run_1/sizing.png
Scale bar: 50 um.
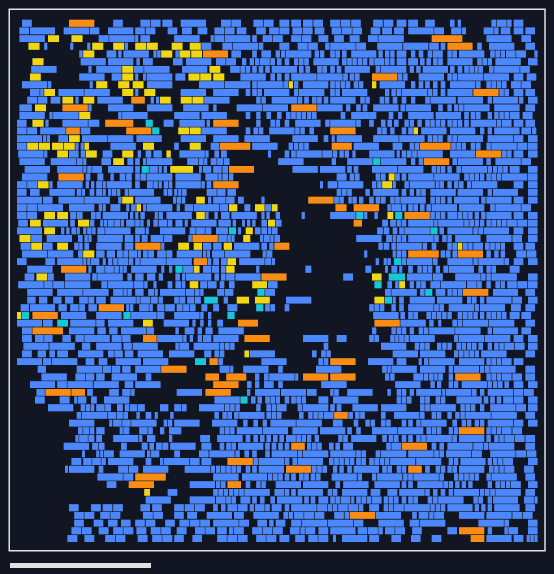
run_1/clock_wires.png
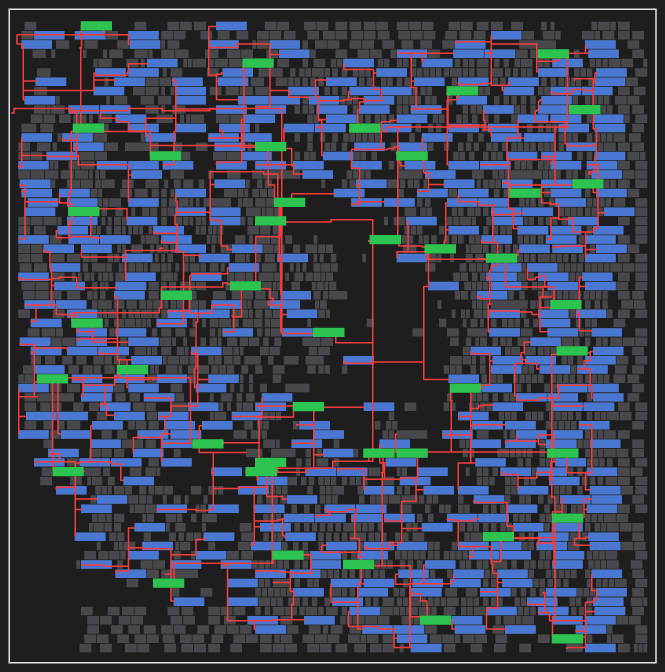
run_1/m4.png
Scale bar: 50 um.
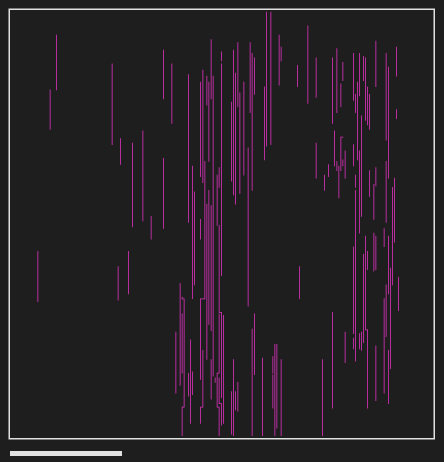
Design ble_decoder, sky130hd; sources not shown.
==> results.toml, run 1 <==
# physical design summary
[run_status]
status = "complete, but fails checks"
failed_checks = "max-capacitance violations, max-slew violations"

[routing]
met3RoutedLength_um = 8300
routed_via_density = 6.55
maxUsedRoutingLayer = "met5"
drc_errors = 0
number_of_drc_violations_after_detailed_routing_iteration_0 = 2433
routedWlPerCell_um = 24.3
wl_met2_um = 30000
drt-pass1-iter-count = 8
remaining_antenna_violation_count_after_routing = 0
met1_length_um = 23000

[hold_path]
hold_path.class = "register to register"
hold_path_depth = 2

[cells_and_area]
logic_gate_count = 1324
fillers = 2478
non_clock_buffer_count = 420
flop_area_um2 = 10200
number_of_clock_buffers_in_the_layout = 61
antenna_cells_inserted = 3
layout_top_cells_excl_fill_tap = "sky130_fd_sc_hd__o21ai_0 (511), sky130_fd_sc_hd__dfrtp_1 (406), sky130_fd_sc_hd__dlygate4sd3_1 (386)"
largest_register_ffs = 256
n_all_inverters = 7
comb_area_share_pct = 31.4
fin_cells = 2689
clock_area_share_pct = 6.17
layout-drive-gt1-share_pct = 8.38
final_core_utilization_pct = 70.2
final-comb-area_um2 = 7530
largest_class = "sequential cells"
numSequentialCells = 406
signal_buffer_area_fraction_pct = 17.4
seq_area_share_pct = 42.4
layout_top_cell_excl_fill_tap = "sky130_fd_sc_hd__o21ai_0"
area_added_between_synthesis_and_finish_pct = 27.3
number_of_nets_in_the_final_layout = 2212

[floorplan]
fp_util_pct = 55.1
die_width_um = 189
core_region_area_um2 = 34100
die_height_um = 191
placement_rows = 68
fp.dieArea_um2 = 36100
io_pins = 398
tap-cell-count = 455

[clock_tree]
clkTransAtPathRegs_ps = 60
ctsResizeCount = 0
cts-hold-fix-buffers = 0
cts-buffers-inserted = 42
postCtsSetupRepairBufs = 0
cts-root-buf = "sky130_fd_sc_hd__clkbuf_16"
cts_tree = "yes"
cts_htree_levels = 2
clk_path_buf_depth = 3
numClockSinks = 406

[power_and_ir_drop]
power_of_the_sequential_group_w = 0.00334
power.share.sequential_pct = 47.7
combinationalPower_w = 0.000302
power.static_leakage_nw = 11.9
total_switching_power_w = 0.00158
power_switching_share_pct = 22.6
power.group.top = "the clock network"
finalPower_w = 0.00699
ir_worst_vdd_v = 0.000289
power.share.combinational_pct = 4.3
cell_internal_pwr_w = 0.00542
power_per_cell_area_nw_per_um2 = 292

[run]
max-cap-violations = 2
openroad.warnings = 39

[sta]
hold_viol_final = 0
min_clock_period_post_route_ps = 4340
rsz0062_at_grt = "no"
setup_viol = 0
maxClockFrequency_mhz = 230
final_min_period_over_clock_period_pct = 86.8
slew_violations = 122
timing.hold.ws_ps = 493
timing_worst_slew_pin_value_ps = 3480
fin_tns_setup_ps = 0
relSlewSlack_pct = -132

[setup_path]
cp-start-kind = "input port"
critPathKind = "input port to register"
critical_path.n_buffers_inverters = 2
setup.reg_to_reg.worst_slack_ps = 1050
timing.critical_path.slowest_cell_delay_ps = 1480
timing.critical_path.depth = 8
critPathRequiredTime_ps = 5330
path_delay_family = "buffers and inverters"
critical_path_peak_fanout = 47
worst_r2r_path_depth = 6
worst_setup_path_end_kind = "register"
critPathSlowestCell = "sky130_fd_sc_hd__clkbuf_1"
crit_chain = "dlygate4sd3_1, and3_1, nand2_1, nor3_2, clkbuf_1, o211ai_1, mux2i_1, nor2_1"
critical_path_arrival_ps = 4670

[logic_synthesis]
yosys.area_share.aoi_pct = 24.5
cells_after_synth = 1984
ys_ff = 406
post_synth_xor_area_fraction_pct = 1.35
mappedNetlistArea_um2 = 18800
synth.comb.largest_family = "AND-OR/OR-AND gates"
ys_area_um2 = 18800
synth_sequential_area_ratio_pct = 54.0
synth.cellmix.simpleShare_pct = 9.08
postSynth.topFlopCell = "sky130_fd_sc_hd__dfrtp_1"
async_set_reset_flop_share_out_of_synthesis_pct = 100
avgSynthCellArea_um2 = 9.48
number_of_flops_mapped_to_enable_cells_by_yosys = 0
ys_sh_mux_pct = 4.06
yosysCellCount = 1984
cell_variety_after_synth = 64
synthAdderAreaFrac_pct = 0.466
yosysWarnings = 0

[grt]
gr-usage-all-layers_pct = 35.5
met1_usage_pct = 45.0
via_count_of_the_first_global_routing_pass = 16800
gr-usage-met2_pct = 55.6
antenna_found_initial = 3
top_usage_layer = "met2"
overflow = 0
grt_first_pass_wirelength_um = 98900
gr-usage-met3_pct = 9.71
grt_max_degree = 251

[place]
dp_slack_ps = 992
post-dp-hpwl_um = 40400
placement.io_buffers = 389
detailed_place.area_um2 = 22400
gp_congestion = 0.880
placed_cells = 2610
## Picture notes: sizing.png
Blue marks x1 and smaller, cells 2,044. Yellow marks x2, cells 96. Orange marks x6 and larger, cells 68. Cyan marks x3 and x4, cells 23.
Final WS setup: 660 ps
Design Area, Final: 23,900 um^2

## Picture notes: clock_wires.png
Red marks clock wires, length 4,810 um. Green marks clock-net drivers, count 42. Blue marks flip-flops, count 406.
Position of the flops: spread over the die. There are 43 routed clock nets.
power of the clock network: 0.00336 W
Clock Power Share: 48.0%
insertion delay of the later-clocked pin in the worst-skew pair: 540 ps
setup clock skew after layout: 26.7 ps

## Picture notes: m4.png
The layer carries 3,980 um of wire. The wires run mostly vertical. 86 nets have wire on it. The layer holds 6.1% of the routed length.
total via count after detailed routing: 17,600
final WL: 65,300 um

## run 1: cell usage after synthesis, drive strengths merged (3+ instances only)
master	n	area, um^2
a211oi	3	22.5
a21oi	272	1390
a22o	31	272
a31oi	4	25.0
and2	16	100
and3	17	106
and3b	4	35.0
and4	3	26.3
buf	79	534
clkbuf	175	657
dfrtp	406	10200
ha	7	87.6
inv	6	22.5
mux2	64	721
nand2	145	544
nand2b	8	50.1
nand3	25	125
nand4	15	93.8
nor2	36	135
nor2b	13	81.3
nor3	22	110
nor4	7	43.8
nor4b	8	76.3
nor4bb	3	30.0
o211ai	3	22.5
o21ai	535	2680
o22ai	3	18.8
or3	9	61.3
xnor2	15	131
xor2	14	123
run_1/pinout.png
Pins as bars across the die edge, other pins in grey.
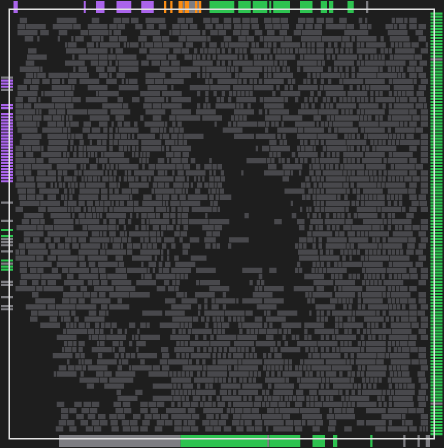

==> run 1 -> run 2 <==
--- a/config.mk
+++ b/config.mk
@@ -5,10 +5,10 @@
 export SDC_FILE = /design/constraint.sdc
 export NUM_CORES = 1
 export LEC_CHECK = 0
-export CORE_AREA = 2 2 187 189
+export CORE_AREA = 2 2 194 196
 export DETAILED_ROUTE_END_ITERATION = 10
-export DIE_AREA = 0 0 189 191
-export PLACE_DENSITY = 0.92
+export DIE_AREA = 0 0 196 198
+export PLACE_DENSITY = 0.8
 export RECOVER_POWER = 100
 export SLEW_MARGIN = 20
 export SYNTH_ARGS = -nofsm -noshare
==> constraint.sdc (replaced) <==
create_clock -name clk -period 4.1 [get_ports clk]
set_input_delay 0.82 -clock clk [delete_from_list [all_inputs] [get_ports clk]]
set_output_delay 0.82 -clock clk [all_outputs]
set_load 0.02 [all_outputs]
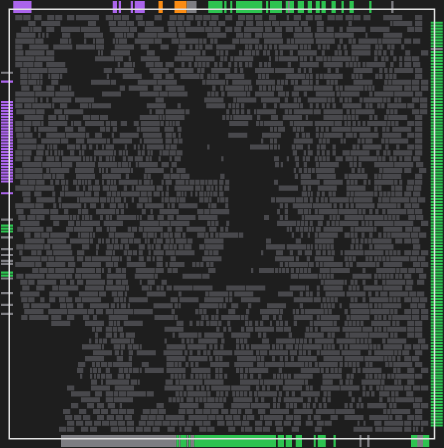
run_2/pinout.png
Pins as bars across the die edge, other pins in grey.
Purple marks `src_addr`, pins 48, direction output, edge 30 left, 18 top. Orange marks `packet_type`, pins 8, direction output, edge top. Green marks `payload_data`, pins 256, direction output, edge 137 right, 67 bottom, 47 top, 5 left.
All pins by edge: 138 right, 134 bottom, 80 top, 46 left.
number of buffers added on ports: 389
die outline height: 198 um
Die Wd: 196 um

==> run 2 against run 1 <==
Effect of this change:
- the run still ends with max-capacitance violations, max-slew violations left
- cell count up 1.2%
- design area fell by 0.15%
- clock skew increased by 0.75 ps
- count of clock-buffer cells in the layout is 3 higher
- core utilization shrank 5.5 points
- routed wire length about the same
- critical path type unchanged
- combinational power is 17% higher
- largest power group is now sequential cells
- global-route usage fell by 2.2 points
==> results.toml, run 2 <==
# physical design summary
[power_and_ir_drop]
total_switching_power_w = 0.00191
clkPwrFrac_pct = 46.7
ir_worst_vdd_v = 0.000308
power_of_the_sequential_group_w = 0.00407
power_per_cell_area_nw_per_um2 = 347
power.share.sequential_pct = 49.1
cell_internal_pwr_w = 0.00638
power_switching_share_pct = 23.0
power.share.combinational_pct = 4.2
power.static_leakage_nw = 11.9
power.group.top = "sequential cells"

[logic_synthesis]
synth.top_cell.area_share_pct = 54.0
commonest_cells_in_the_synthesized_netlist = "sky130_fd_sc_hd__o21ai_0 (483), sky130_fd_sc_hd__dfrtp_1 (406), sky130_fd_sc_hd__a21oi_1 (264), sky130_fd_sc_hd__clkbuf_1 (175), sky130_fd_sc_hd__nand2_1 (145)"
mappedNetlistArea_um2 = 18800
ys_ff = 406
cell_variety_after_synth = 64
synth_dominant_cell_count = "sky130_fd_sc_hd__o21ai_0"
yosysWarnings = 0
cells_after_synth = 1984
postSynth.topFlopCell = "sky130_fd_sc_hd__dfrtp_1"
yosysCellCount = 1984

[cells_and_area]
layout-drive-gt1-share_pct = 8.27
stdcell_area_um2 = 23900
number_of_clock_buffers_in_the_layout = 64
layout_top_cells_excl_fill_tap = "sky130_fd_sc_hd__o21ai_0 (525), sky130_fd_sc_hd__dfrtp_1 (406), sky130_fd_sc_hd__dlygate4sd3_1 (386)"
final_core_utilization_pct = 64.7
layout_top_cell_excl_fill_tap = "sky130_fd_sc_hd__o21ai_0"
fillers = 2924
comb_area_share_pct = 31.4
number_of_nets_in_the_final_layout = 2231
n_all_inverters = 7
fin_cells = 2722
area_added_between_synthesis_and_finish_pct = 27.1
antenna_cells_inserted = 0
logic_gate_count = 1324
seq_area_share_pct = 42.5
signal_buffer_area_fraction_pct = 17.8
non_clock_buffer_count = 439
clock_area_share_pct = 5.72

[grt]
met1_usage_pct = 44.3
gr-usage-all-layers_pct = 33.3
gr-usage-met2_pct = 52.0
top_usage_layer = "met2"
overflow = 0
antenna_found_initial = 2

[routing]
met3RoutedLength_um = 7230
total_via_count_after_detailed_routing = 17400
number_of_drc_violations_after_detailed_routing_iteration_0 = 2250
totalWireLength_um = 65300
wl_met2_um = 30200
drt-pass1-iter-count = 6
met1_length_um = 24500
routed_via_density = 6.39
remaining_antenna_violation_count_after_routing = 0
drc_errors = 0
routedWlPerCell_um = 24.0

[setup_path]
worst_setup_path_end_kind = "register"
critical_path.n_buffers_inverters = 2
worst_r2r_path_depth = 5
critPathSlowestCell = "sky130_fd_sc_hd__clkbuf_1"
crit_chain = "dlygate4sd3_1, and3_1, nand2_1, nor3_1, nor2_4, clkbuf_1, o21ai_0, o21ai_0"
critPathKind = "input port to register"

[place]
dp_slack_ps = 556
placed_cells = 2650

[sta]
hold_viol_final = 0
slew_violations = 188
maxClockFrequency_mhz = 281
min_clock_period_post_route_ps = 3560
setup_viol = 0
timing_worst_slew_pin_value_ps = 1890
rsz0062_at_grt = "no"

[run]
max-cap-violations = 8

[floorplan]
placement_rows = 71
tap-cell-count = 474
core_region_area_um2 = 37000
fp.dieArea_um2 = 38800

[run_status]
status = "complete, but fails checks"
failed_checks = "max-capacitance violations, max-slew violations"

[clock_tree]
cts-root-buf = "sky130_fd_sc_hd__clkbuf_16"
numClockSinks = 406
cts-buffers-inserted = 42
cts_tree = "yes"
clk_path_buf_depth = 3
cts-hold-fix-buffers = 0

[hold_path]
hold_path_depth = 2
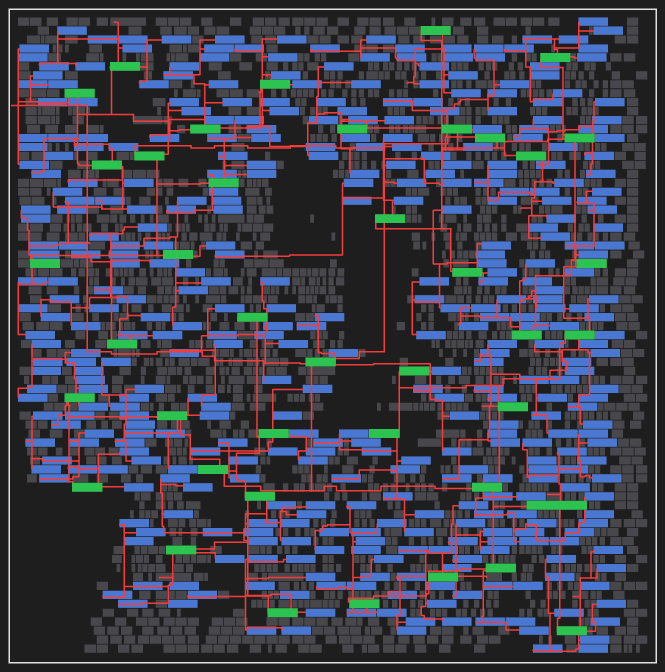
run_2/clock_wires.png
Green marks clock-net drivers, count 42. Blue marks flip-flops, count 406. Red marks clock wires, length 5,070 um.
Position of the flops: spread over the die.
setup clock skew after layout: 27.4 ps
power of the clock network: 0.00387 W
insertion delay of the later-clocked pin in the worst-skew pair: 580 ps

-- run 2: netlist changes by cell type in the layout (fill, tap and decap cells not counted), sizes merged --
cell / before / now
bufinv: 6 / 3
clkbuf: 67 / 80
clkinv: 6 / 4
clkinvlp: 0 / 1
inv: 8 / 7
buf: 26 / 36
dlymetal6s4s: 1 / 0
diode: 3 / 0
-- run 2: worst register-to-register path: cells and delay by family, from the launching register on --
family / cells / cell delay (ps)
and+or+nand+nor: 2 / 1830
DFF: 1 / 980
AOI/OAI and AO/OA: 3 / 570
-- run 2: cell families after synthesis --
kind of cell               synth area share, %
and+or+nand+nor                           9.08
buffers and inverters                     6.47
DFF                                       54.0
other                                   0.0199
AOI/OAI and AO/OA                         24.5
xor gates and xnor gates                  1.35
adders and majority gates                0.466
muxes                                     4.06
No activity file was given, so power comes from the tool's default toggle rates.
